$ cat src/rtl/vector_result_writer_pkg.sv
`default_nettype none
// ============================================================================
// Module      : vector_result_writer_pkg
// Description : Shared widths, FSM encodings and VL clamp for result writers.
// Revision    : 1.0 - initial release
// ============================================================================
package vector_result_writer_pkg;

    localparam int VREG_ELEMS   = 64;
    localparam int VREG_ELEM_AW = 6;
    localparam int VL_W         = 7;
    localparam int DATA_W       = 64;

    localparam logic [1:0] WR_IDLE  = 2'd0;
    localparam logic [1:0] WR_WAIT  = 2'd1;
    localparam logic [1:0] WR_WRITE = 2'd2;

    // Illegal lengths above a full register behave as a full register.
    function automatic logic [VL_W-1:0] clamp_vl(input logic [VL_W-1:0] vl);
        if (vl > VL_W'(VREG_ELEMS)) begin
            return VL_W'(VREG_ELEMS);
        end
        return vl;
    endfunction

endpackage
`default_nettype wire

$ cat src/rtl/vector_result_writer_counter.sv
`default_nettype none
// ============================================================================
// Module      : vl_element_counter
// Description : Loadable element up-counter, terminal compare and saturation
//               against the latched vector length.
// Revision    : 1.0 - initial release
// ============================================================================
module vl_element_counter
    import vector_result_writer_pkg::*;
(
    input  logic            clk,
    input  logic            rst_n,
    input  logic            i_clear,
    input  logic            i_inc,
    input  logic [VL_W-1:0] i_limit,
    output logic [VL_W-1:0] o_count,
    output logic            o_last
);

    logic [VL_W-1:0] r_count;

    always_ff @(posedge clk or negedge rst_n) begin
        if (!rst_n) begin
            r_count <= '0;
        end else if (i_clear) begin
            r_count <= '0;
        end else if (i_inc && (r_count != i_limit)) begin
            r_count <= r_count + VL_W'(1);
        end
    end

    assign o_count = r_count;
    // Asserted while the count sits on the final element index (limit - 1).
    assign o_last  = ((r_count + VL_W'(1)) == i_limit);

endmodule
`default_nettype wire

$ cat src/rtl/vector_result_writer.sv
`default_nettype none
// ============================================================================
// Module      : vector_result_writer
// Description : Write-back of a fixed-latency vector unit result stream into
//               destination register Vi, with chain count and busy flag.
// Revision    : 1.0 - initial release
// ============================================================================
module vector_result_writer
    import vector_result_writer_pkg::*;
#(
    parameter int LATENCY = 4,
    parameter int ELEM_AW = VREG_ELEM_AW
) (
    input  logic               clk,
    input  logic               rst_n,
    input  logic               i_start,
    input  logic [VL_W-1:0]    i_vl,
    input  logic [2:0]         i_i,
    input  logic [DATA_W-1:0]  i_result,
    output logic               o_we,
    output logic [2:0]         o_wreg,
    output logic [ELEM_AW-1:0] o_waddr,
    output logic [DATA_W-1:0]  o_wdata,
    output logic [VL_W-1:0]    o_elems_done,
    output logic               o_busy
);

    localparam logic [3:0] c_wait_load = 4'(LATENCY - 1);

    logic [1:0]         r_state;
    logic [VL_W-1:0]    r_vl;
    logic [2:0]         r_reg;
    logic [3:0]         r_wait;
    logic               r_we;
    logic [2:0]         r_wreg;
    logic [ELEM_AW-1:0] r_waddr;
    logic [DATA_W-1:0]  r_wdata;

    logic               w_accept;
    logic [VL_W-1:0]    w_vl_clamped;
    logic [VL_W-1:0]    w_elem_cnt;
    logic               w_elem_last;
    logic               w_done_last;
    logic               w_unused;

    assign w_vl_clamped = clamp_vl(i_vl);
    // The final o_we cycle still counts as busy, so a start there is dropped.
    assign w_accept     = i_start && (r_state == WR_IDLE) && !r_we;

    vl_element_counter u_elem_cnt (
        .clk     (clk),
        .rst_n   (rst_n),
        .i_clear (w_accept),
        .i_inc   (r_state == WR_WRITE),
        .i_limit (r_vl),
        .o_count (w_elem_cnt),
        .o_last  (w_elem_last)
    );

    // Counts completed writes: steps on the edge that closes each o_we cycle.
    vl_element_counter u_done_cnt (
        .clk     (clk),
        .rst_n   (rst_n),
        .i_clear (w_accept),
        .i_inc   (r_we),
        .i_limit (r_vl),
        .o_count (o_elems_done),
        .o_last  (w_done_last)
    );

    assign w_unused = &{1'b0, w_elem_cnt[VL_W-1:ELEM_AW], w_done_last};

    always_ff @(posedge clk or negedge rst_n) begin
        if (!rst_n) begin
            r_state <= WR_IDLE;
            r_vl    <= '0;
            r_reg   <= '0;
            r_wait  <= '0;
            r_we    <= 1'b0;
            r_wreg  <= '0;
            r_waddr <= '0;
            r_wdata <= '0;
        end else begin
            r_we <= 1'b0;
            case (r_state)
                WR_IDLE: begin
                    if (w_accept) begin
                        r_vl   <= w_vl_clamped;
                        r_reg  <= i_i;
                        r_wait <= c_wait_load;
                        if (w_vl_clamped != '0) begin
                            r_state <= (LATENCY == 1) ? WR_WRITE : WR_WAIT;
                        end
                    end
                end
                WR_WAIT: begin
                    // Leave on the edge where the count reaches zero so that
                    // element 0 is captured exactly LATENCY edges after start.
                    r_wait <= r_wait - 4'd1;
                    if (r_wait == 4'd1) begin
                        r_state <= WR_WRITE;
                    end
                end
                WR_WRITE: begin
                    r_we    <= 1'b1;
                    r_wreg  <= r_reg;
                    r_waddr <= w_elem_cnt[ELEM_AW-1:0];
                    r_wdata <= i_result;
                    if (w_elem_last) begin
                        r_state <= WR_IDLE;
                    end
                end
                default: r_state <= WR_IDLE;
            endcase
        end
    end

    assign o_we    = r_we;
    assign o_wreg  = r_wreg;
    assign o_waddr = r_waddr;
    assign o_wdata = r_wdata;
    assign o_busy  = (r_state != WR_IDLE) || r_we;

endmodule
`default_nettype wire
$ cat config.mk
export PLATFORM = sky130hd
export DESIGN_NAME = vector_result_writer
export DESIGN_NICKNAME = d
export VERILOG_FILES = /design/src/rtl/vector_result_writer_pkg.sv /design/src/rtl/vector_result_writer_counter.sv /design/src/rtl/vector_result_writer.sv
export SDC_FILE = /design/constraint.sdc
export NUM_CORES = 1
export LEC_CHECK = 0
export CORE_ASPECT_RATIO = 1.5
export CORE_MARGIN = 1
export CORE_UTILIZATION = 40
export CTS_BUF_LIST = sky130_fd_sc_hd__clkbuf_16
export DETAILED_ROUTE_END_ITERATION = 8
export PLACE_DENSITY = 0.88
export SLEW_MARGIN = 5
export SYNTH_ARGS = -nofsm -noshare
export SYNTH_HDL_FRONTEND = slang
export SYNTH_SLANG_ARGS = --single-unit
$ cat constraint.sdc
create_clock -name clk -period 2 [get_ports clk]
set_clock_uncertainty 0.15 [all_clocks]
set_input_delay 0.4 -clock clk [delete_from_list [all_inputs] [get_ports clk]]
set_output_delay 0.4 -clock clk [all_outputs]
set_load 0.02 [all_outputs]
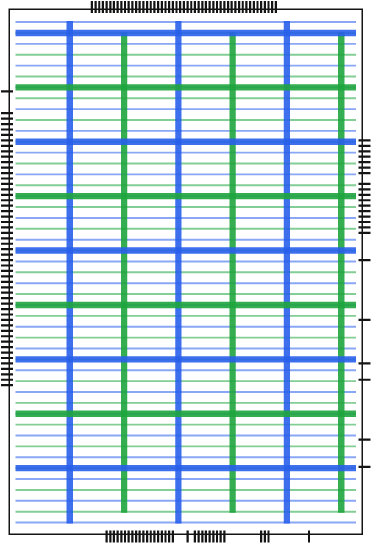
(images/pdn.png)
Drawn at 4 px/micron. Pins as bars on the die edge.
colour	net
blue	VSS
green	VDD
met1 rails	47
met5 straps	9
chip height: 131 microns
die width: 87.9 microns
core area: 10600 sq um
Peak VDD IR: 0.947 mV

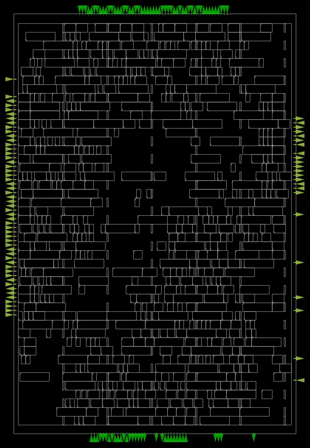
(images/final_placement.png)
# fillers: 875
Cell Rows: 46
num tapcells: 144
final std cells w/o fill: 803
Seq/total area: 0.398

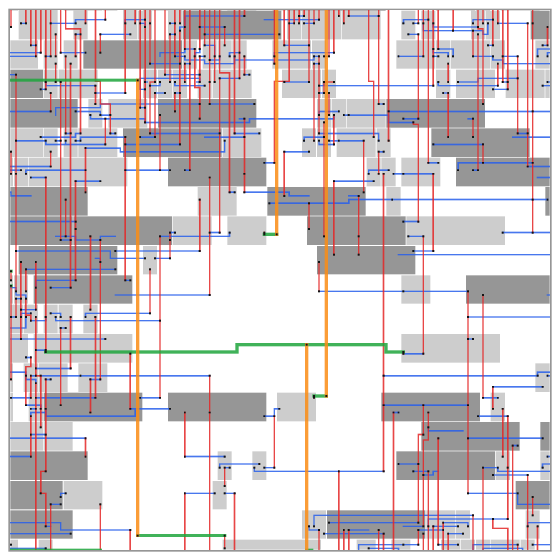
(images/zoom.png)
Region (19, 67) to (69, 117) microns. Cells in grey, sequential cells in the stronger grey; small squares are vias.
colour	layer
orange	met4
red	met2
green	met3
blue	met1
netlist names of flops here include	o_wdata (19), u_elem_cnt.o_count (4), o_wreg (3)
most frequent	nand2_1 (54), dfrtp_1 (27), clkdlybuf4s50_1 (25)
cells with their middle in the window	118
sequential cells in the window	27

power breakdown:
part | total, mW | switching, mW | internal, mW | leakage, nW
clock | 1.62 | 0.772 | 0.844 | 0.129
sequential | 3.62 | 0.603 | 3.01 | 1.31
combinational | 4.76 | 2.61 | 2.15 | 1.75
cells in the final DEF, fill, tap and decap left out, types with 7 or more instances in the layout:
| master | netlist | routed |
|---|---|---|
| xnor2_1 | 10 | 10 |
| buf_4 | 1 | 20 |
| dfrtp_1 | 104 | 104 |
| clkdlybuf4s50_1 | 0 | 150 |
| inv_1 | 9 | 9 |
| mux2i_1 | 7 | 7 |
| clkbuf_16 | 0 | 9 |
| xor2_1 | 10 | 10 |
| nand2_1 | 253 | 253 |
| o21ai_0 | 9 | 9 |
==> CHANGELOG.md <==
### Changed

- Peak Freq: 518 MHz
- Distinct lib cells: 38
- Met2 GRT Util: 0.360
- Yosys simple share: 0.268
- PD cells: between 1500 and 2000 nW/um^2
- Syn_area_per_cell: roughly 9 sq um
- CLK BUF: 9
- Type of the worst setup path: reg2out
- Final Net Count: around 740
- Hold/Removal Path Class: in2async
- Fin util: 0.614
- Area delta synth->final: 47.5%
- Largest class: flip-flops and latches
- RR Startpoint: u_elem_cnt.o_count[0]
- Yosys warning tally: 0
- Post-synth ARST share: 1.00
- GP Congestion: slightly below 0.9
- Worst path bufs/invs: 2
- Post-synthesis chip area from yosys: around 4400 sq um
- Sink Count: ~100
- DR WL met3: approximately 600 microns
- Fp util: 0.416
- Die area: between 10000 and 15000 sq um
- Antenna Cells: 0
- Multi-input logic area: 1700 sq um
- Clock root buffer: clkbuf_16
- DP HPWL: approximately 8400 microns
- H-Tree Depth: 3
- CP startpoint kind: flop
- CP cell instances: nor3_2 > inv_1 > dlygate4sd2_1
- Non-clock inverter count: 9
- Crit. path cell count: 3
- GR peak layer: met2
- Met2 routed WL: 5910 microns
- Max cap viols: 0
- Outcome: complete, no violations
- Via density: ~4.8
- Drt pass-1 iters: 4
- Comb area share: 0.260
- DR top layer: met4
- Vias in the first global route: about 4000
- Fin Hold WS: roughly 320 ps
- Iter 0 DRT Violations: 200
- Hold_buf cts: 1
- Slowest Stage Delay on Critical Path: 420 ps
- Floorplan net count: 569
- Worst Tran Pin Value: around 540 ps
- Period utilization: 0.966
- Dominant cell area share: 0.588
- Area after DPL: 6250 sq um
Power is estimated from default activity; no workload was simulated.
